<file path="config.mk">
export PLATFORM = sky130hd
export DESIGN_NAME = matrix_fifo_loader_flat
export DESIGN_NICKNAME = d
export VERILOG_FILES = /design/src/rtl/matrix_fifo_loader_if.sv /design/src/rtl/matrix_fifo_loader.sv /design/src/flat_wrapper.sv
export SDC_FILE = /design/constraint.sdc
export NUM_CORES = 1
export LEC_CHECK = 0
export CAP_MARGIN = 10
export CORE_MARGIN = 1.5
export CORE_UTILIZATION = 45
export DETAILED_ROUTE_END_ITERATION = 6
export PLACE_DENSITY = 0.83
export REMOVE_ABC_BUFFERS = 1
export SLEW_MARGIN = 30
export SYNTH_ARGS = -nofsm -noshare
export SYNTH_HDL_FRONTEND = slang
export SYNTH_SLANG_ARGS = --single-unit
</file>
<file path="constraint.sdc">
create_clock -name clk -period 12.4 [get_ports clk]
set_input_delay 1.86 -clock clk [delete_from_list [all_inputs] [get_ports clk]]
set_output_delay 1.86 -clock clk [all_outputs]
set_load 0.1 [all_outputs]
</file>
<file path="src/rtl/matrix_fifo_loader_if.sv">
// Bundle between the MAC-array FIFO loader and its memory port, FIFO bank and controller.
// master is the loader side; slave is the memory / FIFO / controller side.
// Carries start/busy/done, the read-only memory handshake and the per-FIFO write lanes.
interface matrix_fifo_loader_if #(
  parameter int DATA_WIDTH = 8,
  parameter int ROWS       = 8,
  parameter int COLS       = 8,
  parameter int ADDR_WIDTH = 32
);
  logic                       start;
  logic [ADDR_WIDTH-1:0]      mem_address;
  logic                       mem_read;
  logic                       mem_waitreq;
  logic [COLS*DATA_WIDTH-1:0] mem_readdata;
  logic                       mem_rdvalid;
  logic [ROWS*DATA_WIDTH-1:0] data_A;
  logic [ROWS-1:0]            wrreq_A;
  logic [ROWS-1:0]            wrfull_A;
  logic [DATA_WIDTH-1:0]      data_B;
  logic                       wrreq_B;
  logic                       wrfull_B;
  logic                       busy;
  logic                       done;

  modport master (
    input  start, mem_waitreq, mem_readdata, mem_rdvalid, wrfull_A, wrfull_B,
    output mem_address, mem_read, data_A, wrreq_A, data_B, wrreq_B, busy, done
  );

  modport slave (
    output start, mem_waitreq, mem_readdata, mem_rdvalid, wrfull_A, wrfull_B,
    input  mem_address, mem_read, data_A, wrreq_A, data_B, wrreq_B, busy, done
  );
endinterface

</file>
<file path="src/rtl/matrix_fifo_loader.sv">
// Fetches ROWS+1 memory words (A rows, then B) and unpacks each byte-serially into its FIFO.
// Latency: per word 1 request cycle + memory latency + COLS push cycles; done pulses one cycle after the last write.
// Backpressure: mem_waitreq holds the request; a full target FIFO stalls the byte in place (no loss, no duplicate).
module matrix_fifo_loader #(
  parameter int                    DATA_WIDTH = 8,
  parameter int                    ROWS       = 8,
  parameter int                    COLS       = 8,
  parameter int                    ADDR_WIDTH = 32,
  parameter logic [ADDR_WIDTH-1:0] BASE_ADDR  = '0
) (
  input logic                  clk,
  input logic                  rst,
  matrix_fifo_loader_if.master bus
);

  localparam int WW = $clog2(ROWS + 1);
  localparam int KW = (COLS > 1) ? $clog2(COLS) : 1;

  typedef enum logic [2:0] {S_IDLE, S_REQ, S_WAIT, S_PUSH, S_DONE} state_t;

  state_t                     state_q;
  logic [WW-1:0]              word_q;
  logic [KW-1:0]              byte_q;
  logic [COLS*DATA_WIDTH-1:0] line_q;
  logic [ADDR_WIDTH-1:0]      addr_q;
  logic                       read_q;
  logic                       busy_q;
  logic                       done_q;
  logic [ROWS*DATA_WIDTH-1:0] data_a_q;
  logic [DATA_WIDTH-1:0]      data_b_q;

  logic                       is_b_d;
  logic                       tgt_full_d;
  logic                       push_d;
  logic                       last_byte_d;
  logic [COLS*DATA_WIDTH-1:0] line_shift_d;
  logic                       lane_we_d;
  logic [DATA_WIDTH-1:0]      lane_byte_d;
  logic [ROWS-1:0]            wrreq_a;
  logic                       wrreq_b;

  // Target selection and write strobe; the strobe must react to the full flag in the same cycle
  always_comb begin
    is_b_d       = (word_q == WW'(ROWS));
    tgt_full_d   = bus.wrfull_B;
    for (int i = 0; i < ROWS; i++) begin
      if (word_q == WW'(i)) tgt_full_d = bus.wrfull_A[i];
    end
    push_d       = (state_q == S_PUSH) && !tgt_full_d;
    last_byte_d  = (byte_q == KW'(COLS - 1));
    line_shift_d = line_q >> DATA_WIDTH;
    wrreq_a      = '0;
    for (int i = 0; i < ROWS; i++) begin
      wrreq_a[i] = push_d && (word_q == WW'(i));
    end
    wrreq_b      = push_d && is_b_d;
    // The lane register is preloaded with the byte that will be offered next
    lane_we_d    = ((state_q == S_WAIT) && bus.mem_rdvalid) || (push_d && !last_byte_d);
    lane_byte_d  = (state_q == S_WAIT) ? bus.mem_readdata[DATA_WIDTH-1:0]
                                       : line_shift_d[DATA_WIDTH-1:0];
  end

  // Fill sequencer: request a word, wait for it, then unpack it one byte per free FIFO cycle
  always_ff @(posedge clk or posedge rst) begin
    if (rst) begin
      state_q <= S_IDLE;
      word_q  <= '0;
      byte_q  <= '0;
      line_q  <= '0;
      addr_q  <= '0;
      read_q  <= 1'b0;
      busy_q  <= 1'b0;
      done_q  <= 1'b0;
    end else begin
      done_q <= 1'b0;
      case (state_q)
        S_IDLE: begin
          if (bus.start) begin
            word_q  <= '0;
            addr_q  <= BASE_ADDR;
            read_q  <= 1'b1;
            busy_q  <= 1'b1;
            state_q <= S_REQ;
          end
        end
        S_REQ: begin
          if (!bus.mem_waitreq) begin
            read_q  <= 1'b0;
            state_q <= S_WAIT;
          end
        end
        S_WAIT: begin
          if (bus.mem_rdvalid) begin
            line_q  <= bus.mem_readdata;
            byte_q  <= '0;
            state_q <= S_PUSH;
          end
        end
        S_PUSH: begin
          if (push_d) begin
            line_q <= line_shift_d;
            byte_q <= byte_q + 1'b1;
            if (last_byte_d) begin
              if (is_b_d) begin
                busy_q  <= 1'b0;
                done_q  <= 1'b1;
                state_q <= S_DONE;
              end else begin
                word_q  <= word_q + 1'b1;
                addr_q  <= addr_q + 1'b1;
                read_q  <= 1'b1;
                state_q <= S_REQ;
              end
            end
          end
        end
        S_DONE: state_q <= S_IDLE;
        default: state_q <= S_IDLE;
      endcase
    end
  end

  // Data lanes: only the lane of the current word is updated, the others keep their last byte
  always_ff @(posedge clk or posedge rst) begin
    if (rst) begin
      data_a_q <= '0;
      data_b_q <= '0;
    end else if (lane_we_d) begin
      if (is_b_d) begin
        data_b_q <= lane_byte_d;
      end
      for (int i = 0; i < ROWS; i++) begin
        if (!is_b_d && (word_q == WW'(i))) data_a_q[i*DATA_WIDTH +: DATA_WIDTH] <= lane_byte_d;
      end
    end
  end

  assign bus.mem_address = addr_q;
  assign bus.mem_read    = read_q;
  assign bus.data_A      = data_a_q;
  assign bus.data_B      = data_b_q;
  assign bus.wrreq_A     = wrreq_a;
  assign bus.wrreq_B     = wrreq_b;
  assign bus.busy        = busy_q;
  assign bus.done        = done_q;

endmodule

</file>
<file path="src/flat_wrapper.sv">
// flat-port wrapper written by rule: the top's interface ports become plain ports
module matrix_fifo_loader_flat 
#(
  parameter int                    DATA_WIDTH = 8,
  parameter int                    ROWS       = 8,
  parameter int                    COLS       = 8,
  parameter int                    ADDR_WIDTH = 32,
  parameter logic [ADDR_WIDTH-1:0] BASE_ADDR  = '0
)
  (clk, rst, bus_start, bus_mem_waitreq, bus_mem_readdata, bus_mem_rdvalid, bus_wrfull_A, bus_wrfull_B, bus_mem_address, bus_mem_read, bus_data_A, bus_wrreq_A, bus_data_B, bus_wrreq_B, bus_busy, bus_done);
  matrix_fifo_loader_if #(.DATA_WIDTH(DATA_WIDTH), .ROWS(ROWS), .COLS(COLS), .ADDR_WIDTH(ADDR_WIDTH)) bus_i ();
  input logic clk;
  input logic rst;
  input wire logic [$bits(bus_i.start)-1:0] bus_start;
  input wire logic [$bits(bus_i.mem_waitreq)-1:0] bus_mem_waitreq;
  input wire logic [$bits(bus_i.mem_readdata)-1:0] bus_mem_readdata;
  input wire logic [$bits(bus_i.mem_rdvalid)-1:0] bus_mem_rdvalid;
  input wire logic [$bits(bus_i.wrfull_A)-1:0] bus_wrfull_A;
  input wire logic [$bits(bus_i.wrfull_B)-1:0] bus_wrfull_B;
  output wire logic [$bits(bus_i.mem_address)-1:0] bus_mem_address;
  output wire logic [$bits(bus_i.mem_read)-1:0] bus_mem_read;
  output wire logic [$bits(bus_i.data_A)-1:0] bus_data_A;
  output wire logic [$bits(bus_i.wrreq_A)-1:0] bus_wrreq_A;
  output wire logic [$bits(bus_i.data_B)-1:0] bus_data_B;
  output wire logic [$bits(bus_i.wrreq_B)-1:0] bus_wrreq_B;
  output wire logic [$bits(bus_i.busy)-1:0] bus_busy;
  output wire logic [$bits(bus_i.done)-1:0] bus_done;
  assign bus_i.start = bus_start;
  assign bus_i.mem_waitreq = bus_mem_waitreq;
  assign bus_i.mem_readdata = bus_mem_readdata;
  assign bus_i.mem_rdvalid = bus_mem_rdvalid;
  assign bus_i.wrfull_A = bus_wrfull_A;
  assign bus_i.wrfull_B = bus_wrfull_B;
  assign bus_mem_address = bus_i.mem_address;
  assign bus_mem_read = bus_i.mem_read;
  assign bus_data_A = bus_i.data_A;
  assign bus_wrreq_A = bus_i.wrreq_A;
  assign bus_data_B = bus_i.data_B;
  assign bus_wrreq_B = bus_i.wrreq_B;
  assign bus_busy = bus_i.busy;
  assign bus_done = bus_i.done;
  matrix_fifo_loader #(.DATA_WIDTH(DATA_WIDTH), .ROWS(ROWS), .COLS(COLS), .ADDR_WIDTH(ADDR_WIDTH), .BASE_ADDR(BASE_ADDR)) u_core (.clk(clk), .rst(rst), .bus(bus_i));
endmodule
</file>
Figure 1. Supply network (run 1).
The bar under the picture is 50 um long. Pins as bars on the die edge. Tap cells in grey.
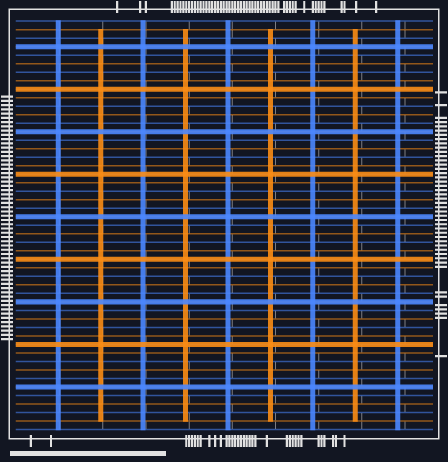
Orange is VDD. Blue is VSS.
225 tap cells. 49 met1 rails follow the rows. 194 signal pins sit on the boundary. 9 straps on met5. 9 straps on met4.
die y size: 136.8 um
chip width: 136.8 um
Placeable Area: 17420 um^2

Figure 2. Cell classes on the final placement (run 1).
The bar under the picture is 50 um long.
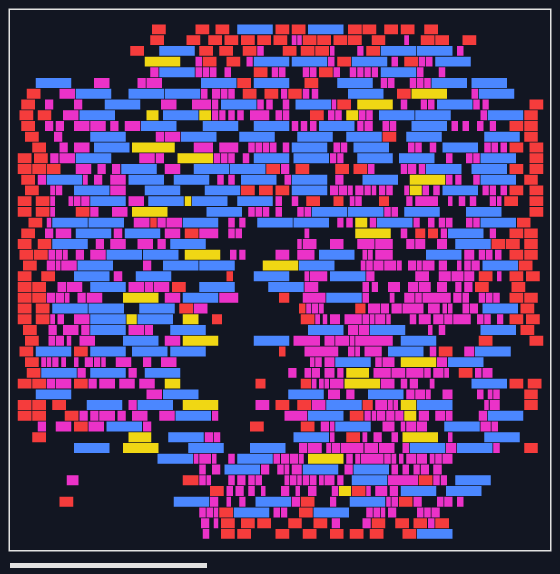
Red is other buffers and delay cells, cells 204, share of their area 19%. Blue is flip-flops, cells 173, share of their area 41%. Yellow is clock drivers and dummy loads, cells 32, share of their area 5.7%. Magenta is all other logic, cells 554, share of their area 34%.
flop share of the area: 0.4009
design area: 10800 um^2
cell row count: 48
Final Util: 0.6200

==> impl_metrics.ini, run 1 <==
; implementation run metrics
[run_status]
status = finished clean

[job]
tool_warnings = 28
cap_violations = 0

[critical_path]
crit_arrival_ns = 5.37
endpoint_kind = output port
worstPathMaxFanout = 55
required_ns = 10.54
critPathKind = in2out
startpoint_type = primary input

[yosys]
ys_warn_count = 0
yosysUniqueCellTypes = 59
edf_count = 0
synth_seq_share = 0.5371
yosysTopAreaCell = dfrtp_1
netlist.area_leader.share = 0.5371
ys_cells = 778
ys_async_sr_fraction = 1.000
area_leaders = dfrtp_1 (54%), a21oi_1 (6.8%), o221a_2 (6.7%)
synth_flops = 173
flop_cell = dfrtp_1
ys_area_um2 = 8060
synth_cells = 778
syn_area_per_cell_um2 = 10.36
netlist_area_um2 = 8060

[placement]
portBuffers = 193
gp_congestion = 0.9225
hpwl_um = 15370

[route]
dr.first_iter.drc_count = 700
via_per_inst = 5.929
dr.pass1.iters = 7
via_count = 7044
drc = 0
wl_per_cell_um = 19.19
antenna_left = 0
wl_um = 22790

[final_timing]
slew_viol_final = 0
setup_viol = 0
period_needed_ns = 7.235
relSlewSlack = 0.3062
worst_slew_pin_slew_ns = 1.037
fmax_ghz = 0.1382
hold_ws_ns = 0.4902
finalHoldViolCount = 0
period_used_share = 0.5835
rsz0062_at_grt = false
final.setup.tns_ns = 0

[clocking]
cts-resized-gates = 0
cts_buffers = 17
cts_setup_buffers = 0
cts.sinks = 173
cts_root_buf = clkbuf_16
clk_path_buf_depth = 2
cts-hold-fix-buffers = 0
htreeDepth = 4
cts_tree = yes
path_clk_slew_ns = 0.07

[finish]
regArea_um2 = 4329
layout.nets = 1035
layout_top_cells = clkdlybuf4s50_1 (189), dfrtp_1 (173), a21oi_1 (109)
area_delta_synth_final_pct = 33.97
diodes = 0
lay_top_count = clkdlybuf4s50_1
layout-drive-gt1-share = 0.1807
logic_area_um2 = 3540

[global_routing]
antenna_found_initial = 0
grt_overflow = 0
grt_pass1_vias = 6393
grt_start_max_net_pins = 93
grtUsageTotal = 0.2447
grt_pass1_wl_um = 34960

[hold_path]
hold_path_class = reg2reg

[floorplanning]
die-area_um2 = 18720
fp-utilization = 0.4628
ios = 194
Figure 3. Placement view (run 1).
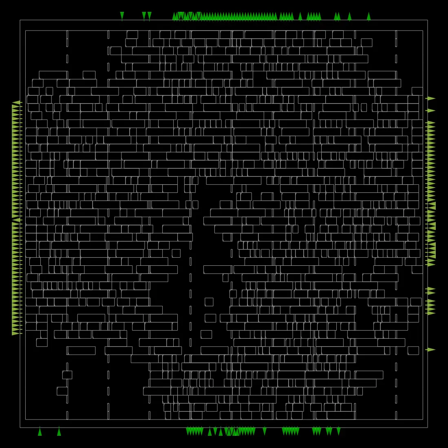
seq_cells: 173
final cell count without fillers: 1188
Tapcells: 225
fill count: 1409

Figure 4. Clock wires, drivers and flops (run 1).
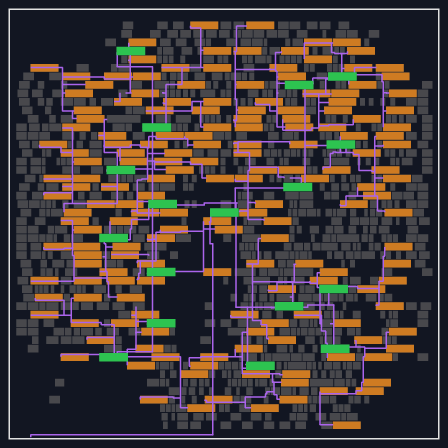
Purple is clock wires, length 2090 um. Orange is flip-flops, count 173. Green is cells driving clock nets, count 17.
Position of the flops: spread over the die.
clk latency late pin: 0.44 ns
Setup Skew: 0.008519 ns

run 1: routing by layer:
layer | GRT usage | vias to the layer above | wire length [um]
li1 | - | 3224 | -
met1 | 0.3388 | 3430 | 9727
met2 | 0.3691 | 341 | 10570
met3 | 0.05815 | 49 | 1841
met4 | 0.1029 | 0 | 651
met5 | 0 | - | 0
run 1: flip-flops by register name, indices dropped and copies added (netlist names):
register and cells:
u_core.state_q 3, u_core.bus.mem_read 1, u_core.bus.busy 1, u_core.bus.data_A 64
u_core.bus.data_B 8, u_core.bus.mem_address 32, u_core.line_q 56, u_core.word_q 4
u_core.byte_q 3, u_core.bus.done 1
run 1: synthesized netlist by cell type (all sizes together) (6+ instances only):
| cell | n |
|---|---|
| clkbuf | 25 |
| or2 | 52 |
| ha | 7 |
| and2 | 9 |
| mux2i | 15 |
| o31ai | 11 |
| nand3 | 17 |
| nor3 | 6 |
| a21oi | 111 |
| o21ai | 96 |
| o221a | 48 |
| or3 | 21 |
| buf | 26 |
| nor2 | 23 |
| dfrtp | 173 |
| inv | 13 |
| nand2 | 53 |
| or4 | 10 |
run 1: worst paths after layout:
path	to	depth (start not counted)	slack [ns]	from
worst max-delay path	bus_wrreq_A[0]	9	5.17	bus_wrfull_A[4]
worst min-delay path	u_core.byte_q[0]	1	0.49	u_core.byte_q[0]
worst max register to register	u_core.line_q[53]	9	9.02	u_core.word_q[0]
worst min register to register	u_core.byte_q[0]	1	0.49	u_core.byte_q[0]
max in group asynchronous	u_core.bus.data_A[60]	3	9.22	rst
min in group asynchronous	u_core.line_q[44]	2	1.96	rst
run 1: stage by stage:
step / worst slack (ns) / util / instances / cell area, um^2
floorplan: 5.522 / - / 727 / 7831
global placement: 5.186 / 0.5841 / 1156 / 10170
detailed placement: 5.146 / 0.5853 / 1156 / 10190
CTS: 5.135 / 0.6195 / 1188 / 10790
global route: 4.952 / 0.6200 / 1188 / 10800
finish: 5.165 / 0.6200 / 1188 / 10800
run 1: area by class of cell:
type                    instances  area share
clock buffers                  17     0.03940
multi-input cells             541      0.3278
well taps                     225     0.02607
flip-flops and latches        173      0.4009
inverters                      13    0.004983
repair buffers                204      0.1851
clock inverters                15     0.01576
run 1: kinds of logic after synthesis:
family          count (synthesis)  share of synthesized area
flops                         173                     0.5371
simple gates                  225                     0.1582
mux                            15                    0.01863
xor+xnor                        2                   0.002174
fa+ha+maj                       7                    0.01087
compound gates                292                     0.2386
buf+inv                        64                    0.03446
run 1: worst max-delay path, stage by stage:
cell and delay (ns):
clkdlybuf4s50_1 0.47, a21oi_1 0.09, a31oi_1 0.33, nand2_1 0.10, a21oi_1 0.52, nand2b_2 0.32, buf_4 0.54, nor2_1 0.12
clkdlybuf4s50_1 1.00
Figure 5. Signal wires by layer (run 1).
The bar under the picture is 50 um long. Only two layers are drawn.
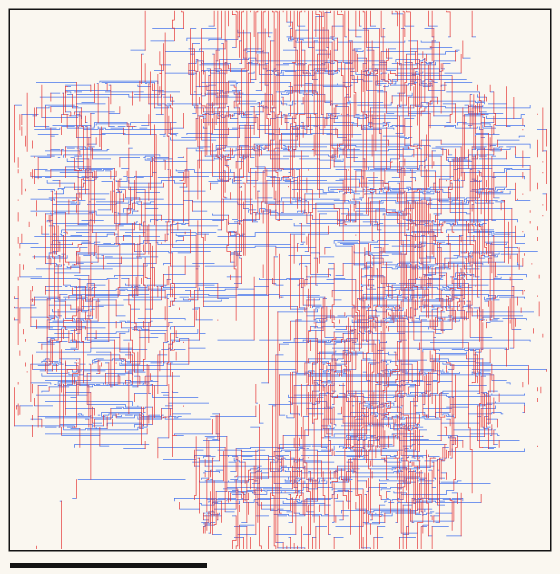

==> inputs of run 2 (changes only) <==
==> constraint.sdc (replaced) <==
create_clock -name clk -period 7.5 [get_ports clk]
set_input_delay 1.125 -clock clk [delete_from_list [all_inputs] [get_ports clk]]
set_output_delay 1.125 -clock clk [all_outputs]
set_load 0.1 [all_outputs]
Figure 6. Signal wires by layer (run 2).
The bar under the picture is 50 um long. Only two layers are drawn.
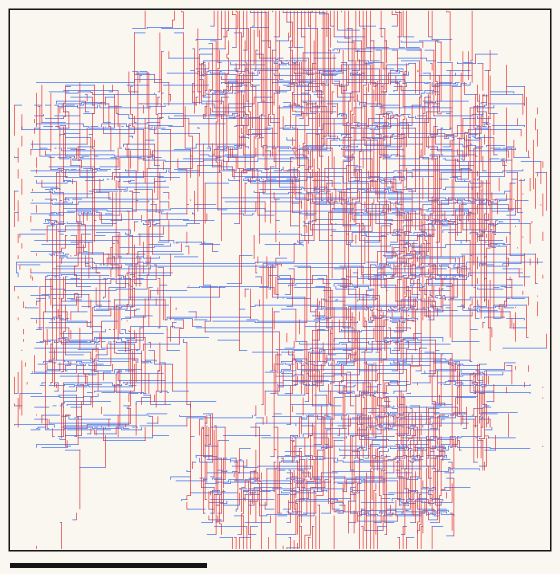
Red is met2, wire length 10800 um. Blue is met1, wire length 9650 um.
Total GRT Usage: 0.2417
DRT Wirelength: 22620 um
WL/cell: 19.09 um
total number of vias: 7057

==> run 2 against run 1 <==
Net effect: largest cell class unchanged; critical path type unchanged; global-route usage decreased by 0.30 points; synthesized cell count unchanged; critical endpoint is now bus_wrreq_A[1]; synthesized area stayed put; die area is the same; sequential cell count unchanged; highest routed layer unchanged; register-to-register slack got worse by 5.0 ns.
==> impl_metrics.ini, run 2 <==
; implementation run metrics
[yosys]
flop_cell = dfrtp_1
netlist.area_leader.share = 0.5371
synth_top_cell_by_count = dfrtp_1
synth_seq_share = 0.5371
yosysTopAreaCell = dfrtp_1
ys_warn_count = 0
ys_cells = 778
common_cells = dfrtp_1 (173), a21oi_1 (109), o21ai_0 (91), nand2_1 (53), or2_2 (51)
synth_cells = 778
synth_flops = 173
edf_count = 0
ys_async_sr_fraction = 1.000
syn_area_per_cell_um2 = 10.36
ys_area_um2 = 8060
area_leaders = dfrtp_1 (54%), a21oi_1 (6.8%), o221a_2 (6.7%)
yosysUniqueCellTypes = 59
netlist_area_um2 = 8060

[route]
dr.first_iter.drc_count = 570
dr.pass1.iters = 5
met1_length_um = 9648
via_per_inst = 5.955
antenna_left = 0
wl_met2_um = 10770
drc = 0
dr.max_layer_used = met4
dr_wl_met3_um = 1531

[final_timing]
setup_viol = 0
fin_worst_skew_ns = 0.008566
relSlewSlack = 0.2950
slew_viol_final = 0
fmax_ghz = 0.1802
rsz0062_at_grt = false
worst_slew_pin_slew_ns = 1.054
period_needed_ns = 5.549
finalHoldViolCount = 0
final.setup.tns_ns = 0
period_used_share = 0.7399
fin_ws_ns = 1.951

[critical_path]
endpoint_kind = output port
crit_family = buffers and inverters
path_buffers = 2
crit_top_cell = clkdlybuf4s50_1
path_cells = clkdlybuf4s50_1 > nor3b_1 > nor3_1 > o311ai_1 > a21oi_1 > nor2_2 > and3_1 > clkdlybuf4s50_1
worstSetupPathDepth = 8
crit_arrival_ns = 4.42
max_stage_delay_ns = 1.16
worstPathMaxFanout = 13
required_ns = 6.38
reg2regPathDepth = 9
critPathKind = in2out
cp_slowest_cell = clkdlybuf4s50_1
startpoint_type = primary input

[global_routing]
grt_start_max_net_pins = 107
grt_pass1_wl_um = 34730
grt_overflow = 0
grt_pass1_vias = 6581
antenna_found_initial = 1

[floorplanning]
die_h_um = 136.8
die_w_um = 136.8
core_um2 = 17420
ios = 194
rows = 48
fp-utilization = 0.4628
die-area_um2 = 18720

[finish]
utilization = 0.6193
fillers = 1412
layout_top_cells = clkdlybuf4s50_1 (191), dfrtp_1 (173), a21oi_1 (109)
largest_reg_flops = 64
lay_top_count = clkdlybuf4s50_1
layout.nets = 1032
area_delta_synth_final_pct = 33.81
layout-drive-gt1-share = 0.1741

[placement]
hpwl_um = 15360
portBuffers = 193
gp_congestion = 0.9052
dp_slack_ns = 1.690

[clocking]
cts_buffers = 17
cts_root_buf = clkbuf_16
htreeDepth = 4
cts-resized-gates = 0
cts-hold-fix-buffers = 0
cts_setup_buffers = 0
cts_tree = yes
clkLatencyLatePin_ns = 0.43
cts.sinks = 173
path_clk_slew_ns = 0.06
clk_path_buf_depth = 2

[hold_path]
hold_depth = 1
hold_path_class = reg2reg

[job]
tool_warnings = 30
cap_violations = 0

[run_status]
status = finished clean
[run 2: cell counts after synthesis]
No cell type changed its count.
[run 2: logic make-up after synthesis]
logic type | Yosys count | share of synthesized area
AND-OR/OR-AND | 292 | 0.2386
AND/OR/NAND/NOR | 225 | 0.1582
flip-flops | 173 | 0.5371
buffers and inverters | 64 | 0.03446
multiplexers | 15 | 0.01863
adder cells (fa/ha/maj) | 7 | 0.01087
XOR/XNOR | 2 | 0.002174
[run 2: final cells by class]
type / count / area [um^2] / share of cell area
repair buffers: 201 / 1982 / 0.1838
inverters: 13 / 56.30 / 0.005220
well taps: 225 / 281.5 / 0.02610
diodes: 1 / 2.502 / 0.0002320
clock inverters: 13 / 155.1 / 0.01439
multi-input cells: 541 / 3550 / 0.3291
flip-flops and latches: 173 / 4329 / 0.4014
clock buffers: 18 / 429.2 / 0.03979
[run 2: worst paths after layout]
path | end | startpoint | slack, ns
worst max register to register | u_core.line_q[29] | u_core.word_q[0] | 3.99
worst min register to register | u_core.byte_q[0] | u_core.byte_q[0] | 0.48
max in group asynchronous | u_core.bus.data_A[12] | rst | 4.92
worst max-delay path | bus_wrreq_A[1] | bus_wrfull_A[0] | 1.95
worst min-delay path | u_core.byte_q[0] | u_core.byte_q[0] | 0.48
min in group asynchronous | u_core.line_q[36] | rst | 1.23
[run 2: metrics by stage]
| step | hold WS [ns] | cells | cell area (um^2) |
|---|---|---|---|
| 6_report | 0.4773 | 1185 | 10790 |
| 5_1_grt | 0.4873 | 1185 | 10790 |
| 4_1_cts | 0.4811 | 1184 | 10770 |
| 3_5_place_dp | 0.4725 | 1153 | 10190 |
| 3_3_place_gp | 0.4667 | 1153 | 10150 |
| 2_1_floorplan | 0.4573 | 727 | 7831 |
[run 2: worst reg2reg max path: cells and delay by family, from the launching register on]
kind            cells  cell delay (ns)
compound gates      4             1.41
buf+inv             2             0.65
flops               1             0.43
simple gates        2             0.50
fa+ha+maj           1             0.45
[run 2: layer usage]
metal  vias to the layer above  global-route usage
li1                       3202                   -
met1                      3454              0.3333
met5                         -                   0
met3                        53             0.04667
met4                         0              0.1029
met2                       348              0.3741
Figure 7. Cell classes on the final placement (run 2).
The bar under the picture is 50 um long.
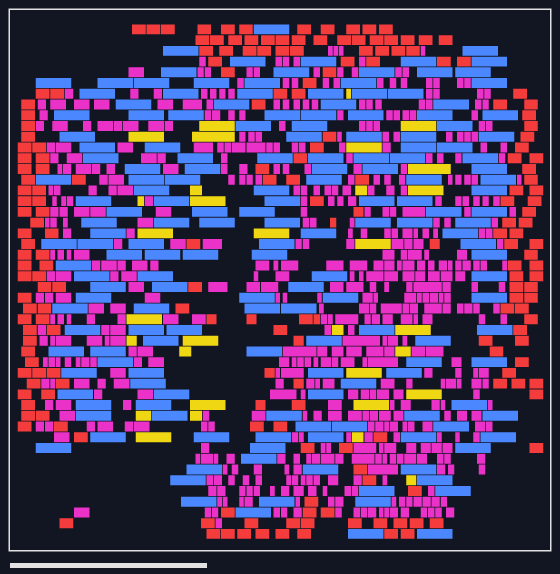

==> inputs of run 3 (changes only) <==
--- a/config.mk
+++ b/config.mk
@@ -9,7 +9,7 @@
 export CORE_MARGIN = 1.5
 export CORE_UTILIZATION = 45
 export DETAILED_ROUTE_END_ITERATION = 6
-export PLACE_DENSITY = 0.83
+export PLACE_DENSITY = 0.85
 export REMOVE_ABC_BUFFERS = 1
 export SLEW_MARGIN = 30
 export SYNTH_ARGS = -nofsm -noshare
==> constraint.sdc (replaced) <==
create_clock -name clk -period 4.93 [get_ports clk]
set_input_delay 0.7395 -clock clk [delete_from_list [all_inputs] [get_ports clk]]
set_output_delay 0.7395 -clock clk [all_outputs]
set_load 0.1 [all_outputs]
Figure 8. Cell classes on the final placement (run 3).
The bar under the picture is 50 um long.
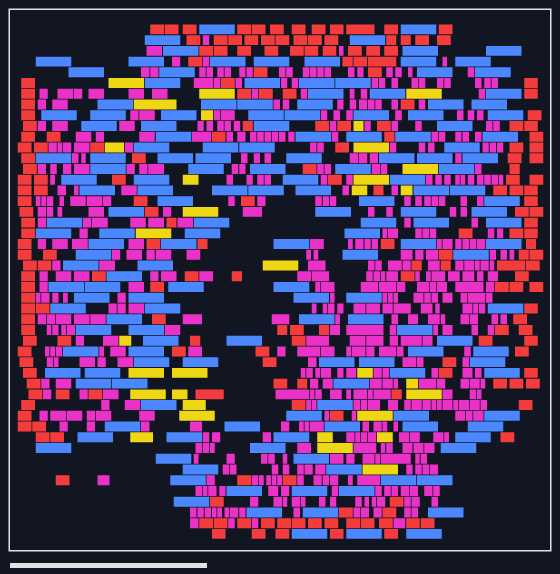
Yellow is clock drivers and dummy loads, cells 32, share of their area 5.8%. Red is other buffers and delay cells, cells 207, share of their area 20%. Blue is flip-flops, cells 173, share of their area 41%. Magenta is all other logic, cells 554, share of their area 34%.
design area: 10860 um^2
Final Util: 0.6238
flop share of the area: 0.3985

==> run 3 against run 2 <==
Net effect: the run now ends with design-rule violations left; cell area grew 0.73%; synthesized area is the same.
==> impl_metrics.ini, run 3 <==
; implementation run metrics
[run_status]
status = complete, but fails checks
violations = design-rule violations

[yosys]
synth_top_cell_by_count = dfrtp_1
synth_seq_share = 0.5371
area_leaders = dfrtp_1 (54%), a21oi_1 (6.8%), o221a_2 (6.7%)
ys_warn_count = 0
yosysTopAreaCell = dfrtp_1
common_cells = dfrtp_1 (173), a21oi_1 (109), o21ai_0 (91), nand2_1 (53), or2_2 (51)
ys_cells = 778
edf_count = 0
ys_area_um2 = 8060
netlist_area_um2 = 8060
flop_cell = dfrtp_1
syn_area_per_cell_um2 = 10.36
synth_flops = 173
synth_cells = 778
yosysUniqueCellTypes = 59
netlist.area_leader.share = 0.5371
ys_async_sr_fraction = 1.000

[critical_path]
crit_arrival_ns = 3.46
r2r_setup_slack_ns = 1.45
max_stage_delay_ns = 0.58
worstPathMaxFanout = 13
critPathKind = reg2out
required_ns = 4.19
path_cells = inv_1 > ha_1 > nor3b_1 > nor3_1 > o311ai_1 > a21oi_1 > nor2_2 > and3_1 > buf_12
endpoint_kind = output port
startpoint_type = flip-flop
cp_slowest_cell = nor2_2
r2r-start = u_core.word_q[0]
reg2regPathDepth = 9
r2r_end = u_core.line_q[46]

[final_timing]
setup_viol = 0
rsz0062_at_grt = false
finalHoldViolCount = 0
period_used_share = 0.8520
fin_worst_skew_ns = 0.01129
period_needed_ns = 4.200
fmax_ghz = 0.2381
slew_viol_final = 0
worst_slew_pin_slew_ns = 1.062
relSlewSlack = 0.2897

[finish]
largest_reg_flops = 64
lay_top_count = clkdlybuf4s50_1
area_delta_synth_final_pct = 34.79
layout.nets = 1038
diodes = 0
final-instance-count-excl-fill = 1191
layout_top_cells = clkdlybuf4s50_1 (184), dfrtp_1 (173), a21oi_1 (109)
layout-drive-gt1-share = 0.1874

[floorplanning]
die_w_um = 136.8
die_h_um = 136.8
core_um2 = 17420
fp-utilization = 0.4628
ios = 194
die-area_um2 = 18720
rows = 48

[hold_path]
hold_depth = 1
hold_path_class = reg2reg
hold_start = u_core.byte_q[0]
whs_endpoint = u_core.byte_q[0]

[clocking]
clkLatencyLatePin_ns = 0.44
cts_buffers = 17
cts_setup_buffers = 0
clk_path_buf_depth = 2
cts-resized-gates = 0
cts.sinks = 173
cts_root_buf = clkbuf_16
cts_tree = yes
path_clk_slew_ns = 0.07
cts-hold-fix-buffers = 0

[global_routing]
grt_overflow = 0
grt_start_max_net_pins = 94
antenna_found_initial = 0
grt_pass1_wl_um = 35450
grtUsageTotal = 0.2456
grt_pass1_vias = 6677

[route]
wl_per_cell_um = 18.97
via_count = 7081
dr.pass1.iters = 7
drc = 7
antenna_left = 0
via_per_inst = 5.945
dr.first_iter.drc_count = 710
wl_um = 22600

[job]
cap_violations = 0
tool_warnings = 28

[placement]
hpwl_um = 15340
gp_congestion = 0.8950
portBuffers = 193
dp.cells = 1159
[run 3: cell counts after synthesis]
Identical to the previous run, type by type.
[run 3: critical path, delay by kind of cell (launching register included)]
family          cells  cell delay [ns]
fa+ha+maj           1             0.35
buf+inv             2             0.31
simple gates        4             1.38
flops               1             0.45
compound gates      2             0.54
[run 3: cell type report]
cell class	instances	area, um^2
clock buffers	18	439.2
flip-flops and latches	173	4329
multi-input cells	541	3523
well taps	225	281.5
inverters	13	53.80
repair buffers	207	2064
clock inverters	14	172.7
fillers	1401	6553
[run 3: worst max path at each step]
stage,from,to,slack (ns),cells after the start
6_report,u_core.word_q[0],bus_wrreq_A[2],0.73,9
5_1_grt,u_core.word_q[0],bus_wrreq_A[2],0.56,9
4_1_cts,u_core.word_q[0],bus_wrreq_A[2],0.46,9
3_5_place_dp,bus_wrfull_A[0],bus_wrreq_A[2],0.68,8
3_3_place_gp,bus_wrfull_A[0],bus_wrreq_A[1],0.80,8
2_1_floorplan,rst,u_core.bus.busy,-0.50,1
[run 3: routing by layer]
layer / GRT usage / up-vias / wire (um)
li1: - / 3233 / -
met1: 0.3463 / 3484 / 9841
met2: 0.3755 / 333 / 10620
met3: 0.05778 / 31 / 1737
met4: 0.07895 / 0 / 395
met5: 0 / - / 0
[run 3: stage by stage]
stage	hold WS, ns	instance area [um^2]	worst slack, ns	TNS [ns]
after floorplan	0.4573	7831	-0.4980	-86.15
after global placement	0.4707	10210	0.7998	0
after detailed placement	0.4821	10240	0.6819	0
after CTS	0.4918	10850	0.4641	0
after global routing	0.5264	10860	0.5637	0
final	0.4937	10860	0.7298	0
[run 3: kinds of logic after synthesis]
kind of cell	synth area share
AND/OR/NAND/NOR	0.1582
flip-flops	0.5371
AND-OR/OR-AND	0.2386
buffers and inverters	0.03446
XOR/XNOR	0.002174
multiplexers	0.01863
adder cells (fa/ha/maj)	0.01087
